$ cat config.mk
export PLATFORM = sky130hd
export DESIGN_NAME = id_ex_stage
export DESIGN_NICKNAME = d
export VERILOG_FILES = /design/src/rtl/mips_pkg.sv /design/src/rtl/fwd_unit.sv /design/src/rtl/id_ex_stage.sv
export SDC_FILE = /design/constraint.sdc
export NUM_CORES = 1
export LEC_CHECK = 0
export CORE_ASPECT_RATIO = 1.75
export CORE_UTILIZATION = 44
export DETAILED_ROUTE_END_ITERATION = 7
export PLACE_DENSITY = 0.88
export SYNTH_ARGS = -nofsm -noshare
export SYNTH_HDL_FRONTEND = slang
export SYNTH_HIERARCHICAL = 1
export SYNTH_SLANG_ARGS = --single-unit
export TNS_END_PERCENT = 50
$ cat constraint.sdc
create_clock -name clk -period 5 [get_ports clk]
set_clock_uncertainty 0.1 [all_clocks]
set_input_delay 0.5 -clock clk [delete_from_list [all_inputs] [get_ports clk]]
set_output_delay 0.5 -clock clk [all_outputs]
set_load 0.03 [all_outputs]
$ cat src/rtl/mips_pkg.sv
// Shared MIPS pipeline types: datapath widths, ALU op codes, the ID/EX entry
// layout and a register-match helper used by forwarding and hazard logic.
package mips_pkg;
   localparam int DATA_W = 32;
   localparam int REG_W  = 5;
   localparam int OP_W   = 4;
   localparam int SHMT_W = 5;

   typedef enum logic [OP_W-1:0] {
      ALU_AND = 4'b0000,
      ALU_OR  = 4'b0001,
      ALU_ADD = 4'b0010,
      ALU_SLL = 4'b0011,
      ALU_SUB = 4'b0110,
      ALU_SLT = 4'b0111,
      ALU_NOR = 4'b1100
   } alu_op_e;

   typedef struct packed {
      logic              valid;
      logic [REG_W-1:0]  rs;
      logic [REG_W-1:0]  rt;
      logic [REG_W-1:0]  rd;
      logic [DATA_W-1:0] rs_data;
      logic [DATA_W-1:0] rt_data;
      logic [DATA_W-1:0] imm;
      logic [SHMT_W-1:0] shmt;
      logic [OP_W-1:0]   alu_op;
      logic              alu_src;
      logic              reg_write;
      logic              mem_read;
      logic              mem_write;
      logic              mem_to_reg;
   } id_ex_t;

   // Register 0 is hard-wired, so a write to it never matches a reader.
   function automatic logic reg_match(input logic             wr_en,
                                      input logic [REG_W-1:0] wr_rd,
                                      input logic [REG_W-1:0] rd);
      return wr_en && (wr_rd != '0) && (wr_rd == rd);
   endfunction
endpackage

$ cat src/rtl/fwd_unit.sv
// Operand forwarding select and ID-stage hazard compare for the ID/EX stage.
// Forwarding paths exist only when ID_EX_FORWARDING_EN is defined; otherwise RAW hazards stall.
module fwd_unit
   import mips_pkg::*;
(
   input  logic              ex_valid,
   input  logic              ex_mem_read,
   input  logic              ex_reg_write,
   input  logic [REG_W-1:0]  ex_rd,
   input  logic [REG_W-1:0]  ex_rs,
   input  logic [REG_W-1:0]  ex_rt,
   input  logic [DATA_W-1:0] ex_rs_data,
   input  logic [DATA_W-1:0] ex_rt_data,
   input  logic              id_valid,
   input  logic [REG_W-1:0]  id_rs,
   input  logic [REG_W-1:0]  id_rt,
   input  logic              id_alu_src,
   input  logic              id_mem_write,
   input  logic              mem_reg_write,
   input  logic [REG_W-1:0]  mem_rd,
   input  logic [DATA_W-1:0] mem_result,
   input  logic              wb_reg_write,
   input  logic [REG_W-1:0]  wb_rd,
   input  logic [DATA_W-1:0] wb_result,
   output logic [DATA_W-1:0] fwd_rs_data,
   output logic [DATA_W-1:0] fwd_rt_data,
   output logic              hazard
);
   // rt is only a source when it feeds the ALU or supplies store data.
   logic id_uses_rt;
   logic ex_hits_id;

   assign id_uses_rt = !id_alu_src || id_mem_write;
   assign ex_hits_id = (ex_rd != '0) &&
                       ((ex_rd == id_rs) || (id_uses_rt && (ex_rd == id_rt)));

`ifdef ID_EX_FORWARDING_EN
   logic unused_fwd;

   assign hazard     = id_valid && ex_valid && ex_mem_read && ex_hits_id;
   assign unused_fwd = ex_reg_write;

   always_comb begin
      fwd_rs_data = ex_rs_data;
      if (reg_match(mem_reg_write, mem_rd, ex_rs))
         fwd_rs_data = mem_result;
      else if (reg_match(wb_reg_write, wb_rd, ex_rs))
         fwd_rs_data = wb_result;
   end

   always_comb begin
      fwd_rt_data = ex_rt_data;
      if (reg_match(mem_reg_write, mem_rd, ex_rt))
         fwd_rt_data = mem_result;
      else if (reg_match(wb_reg_write, wb_rd, ex_rt))
         fwd_rt_data = wb_result;
   end
`else
   logic mem_hits_id;
   logic unused_fwd;

   // WB-stage producers are covered by the register file's write-before-read.
   assign mem_hits_id = reg_match(mem_reg_write, mem_rd, id_rs) ||
                        (id_uses_rt && reg_match(mem_reg_write, mem_rd, id_rt));
   assign hazard      = id_valid &&
                        ((ex_valid && (ex_mem_read || ex_reg_write) && ex_hits_id) ||
                         mem_hits_id);
   assign fwd_rs_data = ex_rs_data;
   assign fwd_rt_data = ex_rt_data;
   assign unused_fwd  = ^{ex_rs, ex_rt, mem_result, wb_reg_write, wb_rd, wb_result};
`endif
endmodule

$ cat src/rtl/id_ex_stage.sv
// ID/EX pipeline register with flush/hold/load-use bubble control and operand muxing.
// Build option: define ID_EX_FORWARDING_EN to enable MEM/WB operand forwarding.
module id_ex_stage
   import mips_pkg::*;
(
   input  logic              clk,
   input  logic              rst_n,
   input  logic              id_valid,
   input  logic [DATA_W-1:0] id_rs_data,
   input  logic [DATA_W-1:0] id_rt_data,
   input  logic [REG_W-1:0]  id_rs,
   input  logic [REG_W-1:0]  id_rt,
   input  logic [REG_W-1:0]  id_rd,
   input  logic [DATA_W-1:0] id_imm,
   input  logic [SHMT_W-1:0] id_shmt,
   input  logic [OP_W-1:0]   id_alu_op,
   input  logic              id_alu_src,
   input  logic              id_reg_write,
   input  logic              id_mem_read,
   input  logic              id_mem_write,
   input  logic              id_mem_to_reg,
   input  logic              mem_reg_write,
   input  logic [REG_W-1:0]  mem_rd,
   input  logic [DATA_W-1:0] mem_result,
   input  logic              wb_reg_write,
   input  logic [REG_W-1:0]  wb_rd,
   input  logic [DATA_W-1:0] wb_result,
   input  logic              flush,
   input  logic              hold,
   output logic              stall_id,
   output logic              ex_valid,
   output logic [DATA_W-1:0] ex_in1,
   output logic [DATA_W-1:0] ex_in2,
   output logic [OP_W-1:0]   ex_alu_op,
   output logic [SHMT_W-1:0] ex_shmt,
   output logic [DATA_W-1:0] ex_store_data,
   output logic [REG_W-1:0]  ex_rd,
   output logic              ex_reg_write,
   output logic              ex_mem_read,
   output logic              ex_mem_write,
   output logic              ex_mem_to_reg
);
   id_ex_t            ex_reg;
   id_ex_t            ex_next;
   logic              hazard;
   logic [DATA_W-1:0] fwd_rs_data;
   logic [DATA_W-1:0] fwd_rt_data;

   fwd_unit u_fwd (
      .ex_valid     (ex_reg.valid),
      .ex_mem_read  (ex_reg.mem_read),
      .ex_reg_write (ex_reg.reg_write),
      .ex_rd        (ex_reg.rd),
      .ex_rs        (ex_reg.rs),
      .ex_rt        (ex_reg.rt),
      .ex_rs_data   (ex_reg.rs_data),
      .ex_rt_data   (ex_reg.rt_data),
      .id_valid     (id_valid),
      .id_rs        (id_rs),
      .id_rt        (id_rt),
      .id_alu_src   (id_alu_src),
      .id_mem_write (id_mem_write),
      .mem_reg_write(mem_reg_write),
      .mem_rd       (mem_rd),
      .mem_result   (mem_result),
      .wb_reg_write (wb_reg_write),
      .wb_rd        (wb_rd),
      .wb_result    (wb_result),
      .fwd_rs_data  (fwd_rs_data),
      .fwd_rt_data  (fwd_rt_data),
      .hazard       (hazard)
   );

   // Bubbles clear the whole entry so squashed data never reaches EX.
   always_comb begin
      ex_next = ex_reg;
      if (flush) begin
         ex_next = '0;
      end else if (hold) begin
         ex_next = ex_reg;
      end else if (hazard || !id_valid) begin
         ex_next = '0;
      end else begin
         ex_next.valid      = 1'b1;
         ex_next.rs         = id_rs;
         ex_next.rt         = id_rt;
         ex_next.rd         = id_rd;
         ex_next.rs_data    = id_rs_data;
         ex_next.rt_data    = id_rt_data;
         ex_next.imm        = id_imm;
         ex_next.shmt       = id_shmt;
         ex_next.alu_op     = id_alu_op;
         ex_next.alu_src    = id_alu_src;
         ex_next.reg_write  = id_reg_write;
         ex_next.mem_read   = id_mem_read;
         ex_next.mem_write  = id_mem_write;
         ex_next.mem_to_reg = id_mem_to_reg;
      end
   end

   always_ff @(posedge clk or negedge rst_n) begin
      if (!rst_n)
         ex_reg <= '0;
      else
         ex_reg <= ex_next;
   end

   // Gated by rst_n so a reset during a hold releases the front end at once.
   assign stall_id      = rst_n && !flush && (hold || hazard);

   assign ex_valid      = ex_reg.valid;
   assign ex_in1        = fwd_rs_data;
   assign ex_in2        = ex_reg.alu_src ? ex_reg.imm : fwd_rt_data;
   assign ex_store_data = fwd_rt_data;
   assign ex_alu_op     = ex_reg.alu_op;
   assign ex_shmt       = ex_reg.shmt;
   assign ex_rd         = ex_reg.rd;
   assign ex_reg_write  = ex_reg.valid && ex_reg.reg_write;
   assign ex_mem_read   = ex_reg.valid && ex_reg.mem_read;
   assign ex_mem_write  = ex_reg.valid && ex_reg.mem_write;
   assign ex_mem_to_reg = ex_reg.valid && ex_reg.mem_to_reg;
endmodule
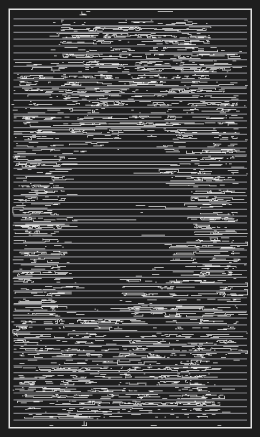
(images/met1.png)
Supply wires on this layer in gray.
The wires run mostly horizontal. The layer carries 7040 µm of wire. 816 nets have wire on it. The layer holds 37% of the routed length.
via total after detailed routing: 5601
WL final: 19000 µm
GR met1 Demand/Resource: 0.263

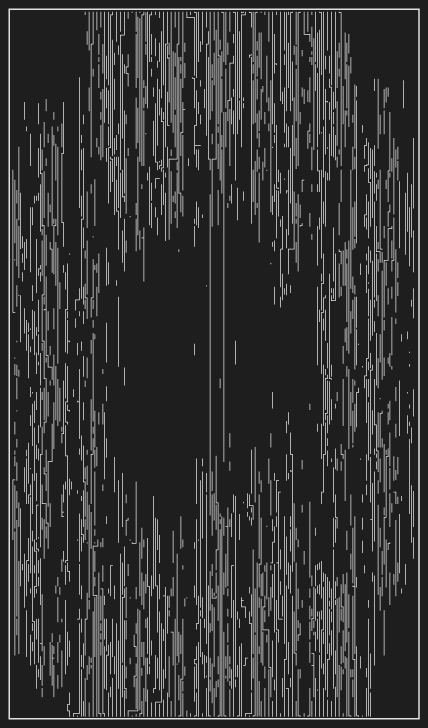
(images/met2.png)
822 nets have wire on it. The wires run mostly vertical. The layer holds 53% of the routed length.

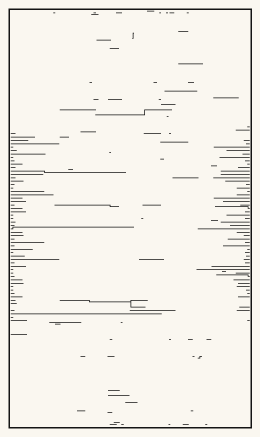
(images/met3.png)
The layer carries 1050 µm of wire. 141 nets have wire on it. The wires run mostly horizontal.

==> impl_results.html <==
<h2>Synthesis and place &amp; route</h2>
<table>
<tr><th>Metric</th><th>Value</th></tr>
<tr><th colspan="2">Status</th></tr>
<tr><td>Status</td><td>finished clean</td></tr>
<tr><th colspan="2">Setup path</th></tr>
<tr><td>Maximum fanout encountered on the critical timing path</td><td>3</td></tr>
<tr><td>Crit-path cells</td><td>clkdlybuf4s50_1 -&gt; xor2_1 -&gt; nor4_1 -&gt; a32oi_1 -&gt; o2bb2ai_4 -&gt; nor2_1 -&gt; nor3b_1 -&gt; clkdlybuf4s50_1</td></tr>
<tr><td>Worst R2R Path Depth</td><td>7</td></tr>
<tr><td>CP Launch Point</td><td>mem_rd[4]</td></tr>
<tr><td>Number of cells on the critical path</td><td>8</td></tr>
<tr><td>Cell family with the largest share of critical-path delay</td><td>buffers and inverters</td></tr>
<tr><td>Launch point of the worst reg-to-reg path</td><td>ex_rd[2]</td></tr>
<tr><td>Data arrival time of the worst path</td><td>approximately 2.9 ns</td></tr>
<tr><td>Cell seen most often among critical-path stages</td><td>clkdlybuf4s50_1</td></tr>
<tr><td>Slowest-stage cell, CP</td><td>clkdlybuf4s50_1</td></tr>
<tr><th colspan="2">Timing</th></tr>
<tr><td>Endpoints failing setup</td><td>0</td></tr>
<tr><td>Final Hold Violating Endpoints</td><td>0</td></tr>
<tr><td>Final critical delay including setup and external delays</td><td>approximately 3.5 ns</td></tr>
<tr><td>Max Slew Vio Count</td><td>0</td></tr>
<tr><td>Relative slew slack</td><td>0.236</td></tr>
<tr><td>Slew at the pin closest to its max-slew limit</td><td>1.15 ns</td></tr>
<tr><th colspan="2">Clocking</th></tr>
<tr><td>Post-CTS Hold Buffers</td><td>1</td></tr>
<tr><td>Number of levels the H-tree was split into</td><td>4</td></tr>
<tr><td>Insertion delay at the late pin of the worst-skew pair</td><td>0.40 ns</td></tr>
<tr><td>TritonCTS buffer count</td><td>17</td></tr>
<tr><th colspan="2">Run</th></tr>
<tr><td>Log Warnings</td><td>between 100 and 150</td></tr>
<tr><td>Max Cap Viol</td><td>0</td></tr>
<tr><th colspan="2">Pwr</th></tr>
<tr><td>Leakage Power</td><td>between 3 and 4 nW</td></tr>
<tr><th colspan="2">Floorplan</th></tr>
<tr><td>Core area</td><td>~15000 µm²</td></tr>
<tr><td>DIE AREA</td><td>around 16000 µm²</td></tr>
<tr><td>Core utilization before placement</td><td>0.455</td></tr>
<tr><td>Die outline height</td><td>approximately 170 µm</td></tr>
<tr><th colspan="2">Min path</th></tr>
<tr><td>Min-delay worst type</td><td>register to register</td></tr>
<tr><th colspan="2">GRT</th></tr>
<tr><td>Largest net degree at the start of global routing</td><td>133</td></tr>
<tr><td>Peak-usage layer in the global routing report</td><td>met2</td></tr>
<tr><td>Total routing resource utilization after global routing</td><td>0.240</td></tr>
<tr><th colspan="2">Place</th></tr>
<tr><td>Routability congestion estimate</td><td>between 0.8 and 0.9</td></tr>
<tr><td>Count of input and output buffers</td><td>approximately 250</td></tr>
<tr><td>Pre-CTS setup slack</td><td>1.56 ns</td></tr>
<tr><th colspan="2">Logic synthesis</th></tr>
<tr><td>Warnings from Yosys</td><td>6</td></tr>
<tr><td>Syn_area_per_cell</td><td>9.89 µm²</td></tr>
<tr><th colspan="2">Layout</th></tr>
<tr><td>Count of antenna diodes in the layout</td><td>0</td></tr>
<tr><td>Post-layout util</td><td>0.627</td></tr>
</table>
[stage by stage]
stage | cell area, µm² | cells | hold WS (ns) | power, mW
CTS | 9400 | 1013 | 0.421 | 2.88
floorplan | 6820 | 690 | 0.104 | 1.27
global placement | 8710 | 980 | 0.331 | 1.46
finish | 9400 | 1013 | 0.417 | 2.85
global route | 9400 | 1013 | 0.438 | 2.95
detailed placement | 8710 | 980 | 0.333 | 1.47
[report_power, final]
part	internal [mW]	switching, mW
registers	0.974	0.0257
logic	0.224	0.227
clock network	0.964	0.440
[worst register-to-register path, stage by stage (launching register included)]
cell       delay, ns
dfrtp_1         0.45
xnor2_1         0.21
nand4_1         0.11
o22ai_1         0.26
o2bb2ai_4       0.16
buf_4           0.81
nand4bb_1       0.30
a21oi_1         0.09
[worst min path at each step]
| stage | slack (ns) | depth (start not counted) | from | endpoint |
|---|---|---|---|---|
| final | 0.42 | 2 | ex_reg[21] | ex_reg[21] |
| after detailed placement | 0.33 | 1 | rst_n | ex_reg[67] |
| after global placement | 0.33 | 1 | rst_n | ex_reg[67] |
| after global routing | 0.44 | 2 | ex_reg[16] | ex_reg[16] |
| after CTS | 0.42 | 2 | ex_reg[21] | ex_reg[21] |
| after floorplan | 0.10 | 0 | rst_n | ex_alu_op[0] |
[final cells by class]
class | instances | share of cell area
tap | 183 | 0.0244
sequential | 116 | 0.309
clock inverter | 12 | 0.0238
timing repair buffer | 259 | 0.273
multi-input combinational | 423 | 0.321
clock buffer | 20 | 0.0486
[per-layer routing]
layer | share of wire | wire length, µm
met5 | 0 | 0
met1 | 0.37 | 7040
met2 | 0.53 | 10100
met4 | 0.040 | 762
met3 | 0.055 | 1050
Power and IR drop assume default switching activity.
